clk_routes.png
Bar = 20 um.
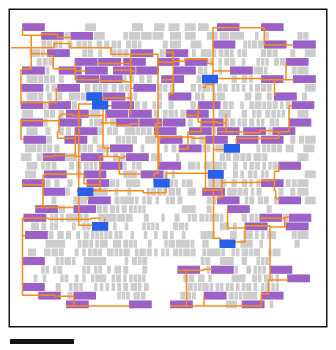
detail.png
Region (30, 30) to (70, 70) um. Cells in gray, sequential cells in the stronger gray; small squares are vias.
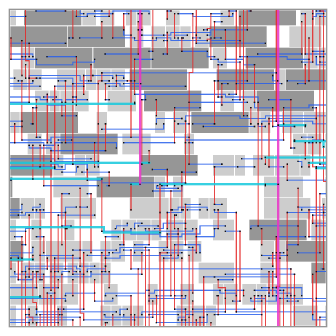
metal_density.png
Bar = 20 um. The die is cut into 20 by 20 equal tiles; white is low, dark blue is high, scaled to the fullest tile. Values are wire area over tile area, all layers added.
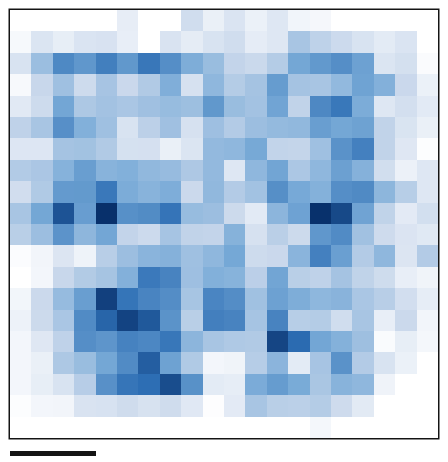
clocks.png
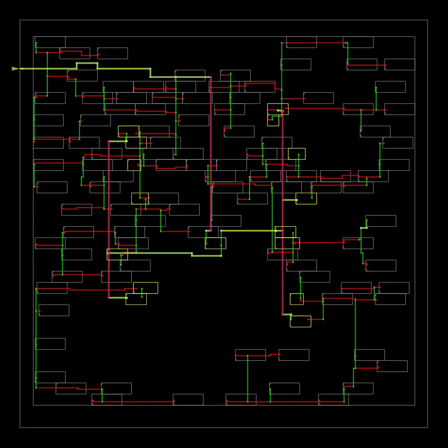
<file path="config.mk">
export PLATFORM = sky130hd
export DESIGN_NAME = ws2812_rx_decoder
export DESIGN_NICKNAME = d
export VERILOG_FILES = /design/src/rtl/ws2812_pkg.sv /design/src/rtl/ws2812_edge_sync.sv /design/src/rtl/ws2812_rx_decoder.sv
export SDC_FILE = /design/constraint.sdc
export NUM_CORES = 1
export LEC_CHECK = 0
export ABC_AREA = 1
export CORE_MARGIN = 3
export CORE_UTILIZATION = 55
export DETAILED_ROUTE_END_ITERATION = 16
export PLACE_DENSITY = 0.76
export REMOVE_ABC_BUFFERS = 1
export SYNTH_ARGS = -nofsm -noshare
export SYNTH_HDL_FRONTEND = slang
export SYNTH_HIERARCHICAL = 1
export SYNTH_SLANG_ARGS = --single-unit
</file>
<file path="constraint.sdc">
create_clock -name clk -period 2.8 [get_ports clk]
set_clock_uncertainty 0.15 [all_clocks]
set_input_delay 0.56 -clock clk [delete_from_list [all_inputs] [get_ports clk]]
set_output_delay 0.56 -clock clk [all_outputs]
set_load 0.05 [all_outputs]
</file>
<file path="src/rtl/ws2812_pkg.sv">
// Shared WS2812 definitions: nominal wire timing, cycle conversion, pixel width
// and the receive decoder state encoding.
package ws2812_pkg;

   localparam int unsigned T0H_NS    = 400;
   localparam int unsigned T1H_NS    = 800;
   localparam int unsigned TBIT_NS   = 1250;
   localparam int unsigned TRESET_NS = 50000;

   localparam int PIX_W = 24;

   typedef enum logic [1:0] {SYNC, LOW, HIGH} dec_state_e;

   // Round up so a derived width is never shorter than the nominal time.
   function automatic int unsigned cycles(input int unsigned ns, input int unsigned clk_hz);
      longint unsigned prod;
      prod = longint'(ns) * longint'(clk_hz);
      return int'((prod + 64'd999_999_999) / 64'd1_000_000_000);
   endfunction

endpackage

</file>
<file path="src/rtl/ws2812_edge_sync.sv">
// Two-flop synchronizer for the asynchronous data line with rise/fall detect
// on the synchronized value.
module ws2812_edge_sync (
   input  logic clk,
   input  logic rst_n,
   input  logic din,
   output logic din_s,
   output logic rise,
   output logic fall
);

   logic meta;
   logic din_d;

   always_ff @(posedge clk) begin
      if (!rst_n) begin
         meta  <= 1'b0;
         din_s <= 1'b0;
         din_d <= 1'b0;
      end else begin
         meta  <= din;
         din_s <= meta;
         din_d <= din_s;
      end
   end

   assign rise = din_s & ~din_d;
   assign fall = ~din_s & din_d;

endmodule

</file>
<file path="src/rtl/ws2812_rx_decoder.sv">
// WS2812 receiver: classifies high pulses by width, assembles 24-bit GRB words,
// and flags latch gaps and timing errors.
module ws2812_rx_decoder
   import ws2812_pkg::*;
#(
   parameter int MIN_HIGH   = 5,
   parameter int BIT_THRESH = 30,
   parameter int MAX_HIGH   = 100,
   parameter int RESET_CYC  = 2500,
   parameter int IDX_W      = 16
) (
   input  logic             clk,
   input  logic             rst_n,
   input  logic             din,
   output logic [PIX_W-1:0] pix_data,
   output logic             pix_valid,
   output logic [IDX_W-1:0] pix_idx,
   output logic             frame_done,
   output logic             err
);

   localparam int CW  = $clog2(((RESET_CYC > MAX_HIGH) ? RESET_CYC : MAX_HIGH) + 1);
   localparam int BCW = $clog2(PIX_W);

   localparam logic [CW-1:0]  RST_C    = CW'(RESET_CYC);
   localparam logic [CW-1:0]  MINH_C   = CW'(MIN_HIGH);
   localparam logic [CW-1:0]  MAXH_C   = CW'(MAX_HIGH);
   localparam logic [CW-1:0]  THRESH_C = CW'(BIT_THRESH);
   localparam logic [BCW-1:0] LAST_BIT = BCW'(PIX_W - 1);

   logic din_s, rise, fall;

   ws2812_edge_sync u_sync (
      .clk   (clk),
      .rst_n (rst_n),
      .din   (din),
      .din_s (din_s),
      .rise  (rise),
      .fall  (fall)
   );

   dec_state_e       state, state_n;
   logic [CW-1:0]    cnt, cnt_n, cnt_inc;
   logic [BCW-1:0]   bit_cnt, bit_cnt_n;
   logic [PIX_W-2:0] shreg, shreg_n;
   logic [IDX_W-1:0] pix_cnt, pix_cnt_n;
   logic             any_pix, any_pix_n;
   logic [PIX_W-1:0] pix_data_n;
   logic [IDX_W-1:0] pix_idx_n;
   logic             pix_valid_n, frame_done_n, err_n;
   logic             bit_val;

   always_ff @(posedge clk) begin
      if (!rst_n) begin
         state      <= SYNC;
         cnt        <= '0;
         bit_cnt    <= '0;
         shreg      <= '0;
         pix_cnt    <= '0;
         any_pix    <= 1'b0;
         pix_data   <= '0;
         pix_idx    <= '0;
         pix_valid  <= 1'b0;
         frame_done <= 1'b0;
         err        <= 1'b0;
      end else begin
         state      <= state_n;
         cnt        <= cnt_n;
         bit_cnt    <= bit_cnt_n;
         shreg      <= shreg_n;
         pix_cnt    <= pix_cnt_n;
         any_pix    <= any_pix_n;
         pix_data   <= pix_data_n;
         pix_idx    <= pix_idx_n;
         pix_valid  <= pix_valid_n;
         frame_done <= frame_done_n;
         err        <= err_n;
      end
   end

   always_comb begin
      state_n      = state;
      cnt_n        = cnt;
      bit_cnt_n    = bit_cnt;
      shreg_n      = shreg;
      pix_cnt_n    = pix_cnt;
      any_pix_n    = any_pix;
      pix_data_n   = pix_data;
      pix_idx_n    = pix_idx;
      pix_valid_n  = 1'b0;
      frame_done_n = 1'b0;
      err_n        = 1'b0;
      cnt_inc      = cnt + 1'b1;
      bit_val      = (cnt >= THRESH_C);

      case (state)
         SYNC: begin
            if (din_s) begin
               cnt_n = '0;
            end else if (cnt_inc == RST_C) begin
               // Enter LOW already saturated so this gap is not reported again.
               state_n   = LOW;
               cnt_n     = RST_C;
               bit_cnt_n = '0;
               pix_cnt_n = '0;
               any_pix_n = 1'b0;
            end else begin
               cnt_n = cnt_inc;
            end
         end
         LOW: begin
            if (rise) begin
               state_n = HIGH;
               cnt_n   = CW'(1);
            end else if (cnt != RST_C) begin
               cnt_n = cnt_inc;
               if (cnt_inc == RST_C) begin
                  if (bit_cnt != '0)
                     err_n = 1'b1;
                  else if (any_pix)
                     frame_done_n = 1'b1;
                  bit_cnt_n = '0;
                  pix_cnt_n = '0;
                  any_pix_n = 1'b0;
               end
            end
         end
         HIGH: begin
            if (!fall) begin
               if (cnt >= MAXH_C) begin
                  err_n   = 1'b1;
                  state_n = SYNC;
                  cnt_n   = '0;
               end else begin
                  cnt_n = cnt_inc;
               end
            end else if (cnt < MINH_C) begin
               err_n   = 1'b1;
               state_n = SYNC;
               cnt_n   = '0;
            end else begin
               state_n = LOW;
               cnt_n   = CW'(1);
               shreg_n = {shreg[PIX_W-3:0], bit_val};
               if (bit_cnt == LAST_BIT) begin
                  pix_data_n  = {shreg, bit_val};
                  pix_idx_n   = pix_cnt;
                  pix_valid_n = 1'b1;
                  bit_cnt_n   = '0;
                  pix_cnt_n   = pix_cnt + 1'b1;
                  any_pix_n   = 1'b1;
               end else begin
                  bit_cnt_n = bit_cnt + 1'b1;
               end
            end
         end
         default: begin
            state_n = SYNC;
            cnt_n   = '0;
         end
      endcase
   end

endmodule

</file>
==> GITHUB_STEP_SUMMARY <==
### Yosys + OpenROAD results

| Metric | Value |
|---|---|
| Global-route wire length before repair | between 15000 and 20000 um |
| Area of the synthesized netlist per yosys stat | 0.00478 mm^2 |
| DR iter-0 viols | 194 |
| Post-synthesis cell type with the largest combined area | dfxtp_1 |
| Compound Share, Synth | 0.157 |
| Final Hold Violation Tally | 0 |
| Yosys adder share | 0.0340 |
| Diode insertion count for antenna repair | 0 |
| Capturing element type of the critical path | flop |
| XOR/XNOR share of the synthesized area | 0.00733 |
| Initial antenna violation count | 0 |
| Share of the final layout cell area in multi-input gates | 0.407 |
| Area Overhead vs Synth | 14.5% |
| Maximum frequency from static timing analysis | 389 MHz |
| Largest net degree at the start of global routing | 49 |
| Count leader, synth | dfxtp_1 |
| Chip Area | 0.00985 mm^2 |
| Antenna Nets Post-Route | 0 |
| Area occupied by registers | roughly 0.0021 mm^2 |
| Fraction of area in registers | 0.384 |
| TritonCTS clock tree | yes |
| Number of nets at the end of the flow | 708 |
| Multi-input combinational cell count | ~440 |
| Vertical die dimension | 99.2 um |
| Standard-cell rows | 33 |
| Combinational Area | roughly 0.0022 mm^2 |
| Data arrival time of the critical path | 2.73 ns |
| Overall Power | 0.00261 W |
| Buffer count excluding the clock tree in the final layout | between 50 and 60 |
| Cell count after synthesis | roughly 660 |
| Power density relative to cell area | 477 mW/mm^2 |
| Static Leak | around 2.1 nW |
| DR DRC count | 0 |
| Most used logic cell in the final layout | dfxtp_1 |
| Overall via count from detail_route | 4238 |
| Clock buf/inv share | 0.0373 |
| Die Wd | 99.2 um |
| Run status | completed |
| Worst hold-check slack | 0.268 ns |
| Cells taking the most area after synthesis | dfxtp_1 (44%), o21ai_0 (8.1%), nand3_1 (7.9%) |
| IO Pins | roughly 46 |
| N_taps | 105 |
| Maximum VDD drop | 315 uV |
| Netlist area before placement | around 0.0048 mm^2 |
| RSZ-0062 raised after global routing | false |
| Average wire per standard cell | 12.8 um |
| Flip-flops with a built-in enable | 0 |
| Share of synthesized cell area in and, or, nand and nor gates | 0.267 |
| # Cells Yosys | 660 |
| Clock-pin slew of the registers on the worst-case setup and hold paths | around 0.11 ns |
| Effective utilization at floorplan | 0.573 |
| Average vias per placed instance | 5.28 |
| DRT Pass-1 Iters | 5 |
| Post-route worst setup slack | 0.227 ns |
| Main logic family after synthesis | simple AND/OR/NAND/NOR gates |
| Std-Cell Core Area | about 0.0083 mm^2 |
| Required time reported for the critical path endpoint | about 3.0 ns |
| Launching element type of the critical path | flop |
| Final setup vio count | 0 |
| Share of the core filled with cells | 0.656 |
| Non-clock buffer contribution to total cell area | 0.0896 |
| Post-CTS setup buffer count | 0 |
| Slew @ Worst Pin | ~0.93 ns |
| Setup slack after placement | approximately 0.22 ns |
| Total GRT Usage | 0.214 |
| Mean area per synthesized cell | 7.24 um^2 |
| Crit share post-route | 0.919 |
| Portion of netlist area occupied by mux cells | 0 |
| Detailed placer's ending HPWL | 7200 um |
| Root buffer cell | clkbuf_8 |
Back to the opening pictures, clk_routes.png:
orange -> clock wires  # length 1150 um
purple -> flip-flops  # count 105
blue -> clock drivers  # count 9
flops lie = widely spread
routed clock nets = 10
clock network power consumption: 0.000933 W
clock latency at the later pin of the worst-skew pair: 0.37 ns
clock power share: 0.358

Back to the opening pictures, detail.png:
red -> metal 2
cyan -> metal 3
blue -> metal 1
magenta -> metal 4
most frequent = dfxtp_1 (22), nand2_1 (18)
netlist names of flops here include = shreg (7), pix_data (5), pix_cnt (4)
cells with their middle in the window = 141
sequential cells in the window = 22

Back to the opening pictures, metal_density.png:
tiles over half the peak = 23%
emptiest ninth of the die = bottom right
mean over tiles = 0.17

Back to the opening pictures, clocks.png:
clk sink count: 105
TritonCTS Buffers: 9
Seq cells: 105
clock buffer instance count of the final layout: 9

-- critical path, cell delays in order (launching register included) --
cell and delay, ns:
dfxtp_1 0.46, inv_1 0.10, ha_1 0.33, inv_1 0.25, o22ai_1 0.11, nor2_1 0.13, nand4_1 0.15, inv_1 0.10
nand2_2 0.23, or2_2 0.36, a21oi_1 0.13
-- through the flow --
step,setup TNS [ns],instance area [um^2]
floorplan,-37.92,4640
CTS,0,5470
global route,0,5470
global placement,0,5270
finish,0,5470
detailed placement,0,5270
-- path summary, 6_finish.rpt --
path	end	slack [ns]	startpoint
setup / recovery	pix_cnt[5]	0.23	state[0]
hold / removal	u_sync/din_s	0.27	u_sync/meta
setup reg to reg	pix_cnt[5]	0.23	state[0]
hold reg to reg	u_sync/din_s	0.27	u_sync/meta
-- cells by family after synthesis --
kind of cell | after synthesis
simple gates | 277
buf+inv | 113
xor+xnor | 4
flops | 105
fa+ha+maj | 13
compound gates | 148
-- report_power, final --
part	internal (W)	total (W)	switching (W)
Clock	0.000357	0.000933	0.000576
Sequential	0.00150	0.00152	0.0000202
Combinational	0.0000487	0.000152	0.000103
Total	0.00191	0.00261	0.000699
-- what timing repair did --
item                                    in CTS  in global routing
endpoints found under the hold margin        0                  0
endpoints found under the setup margin       0                 12
resized                                      0                  3
-- state kept, by name, indices dropped and copies added (netlist names) --
register	cells
frame_done	1
pix_cnt	16
u_sync/meta	1
cnt	12
state	2
bit_cnt	5
pix_idx	16
pix_valid	1
u_sync/din_d	1
shreg	23
u_sync/din_s	1
any_pix	1
pix_data	24
err	1
-- layer usage --
layer,up-vias,GRT usage,part of all wire
met5,-,0,0
met3,11,0.0477,0.065
met4,0,0.0693,0.014
li1,2217,-,-
met1,1910,0.291,0.48
met2,100,0.340,0.44
Power figures rest on the tool's default switching activity, not on a simulated workload.
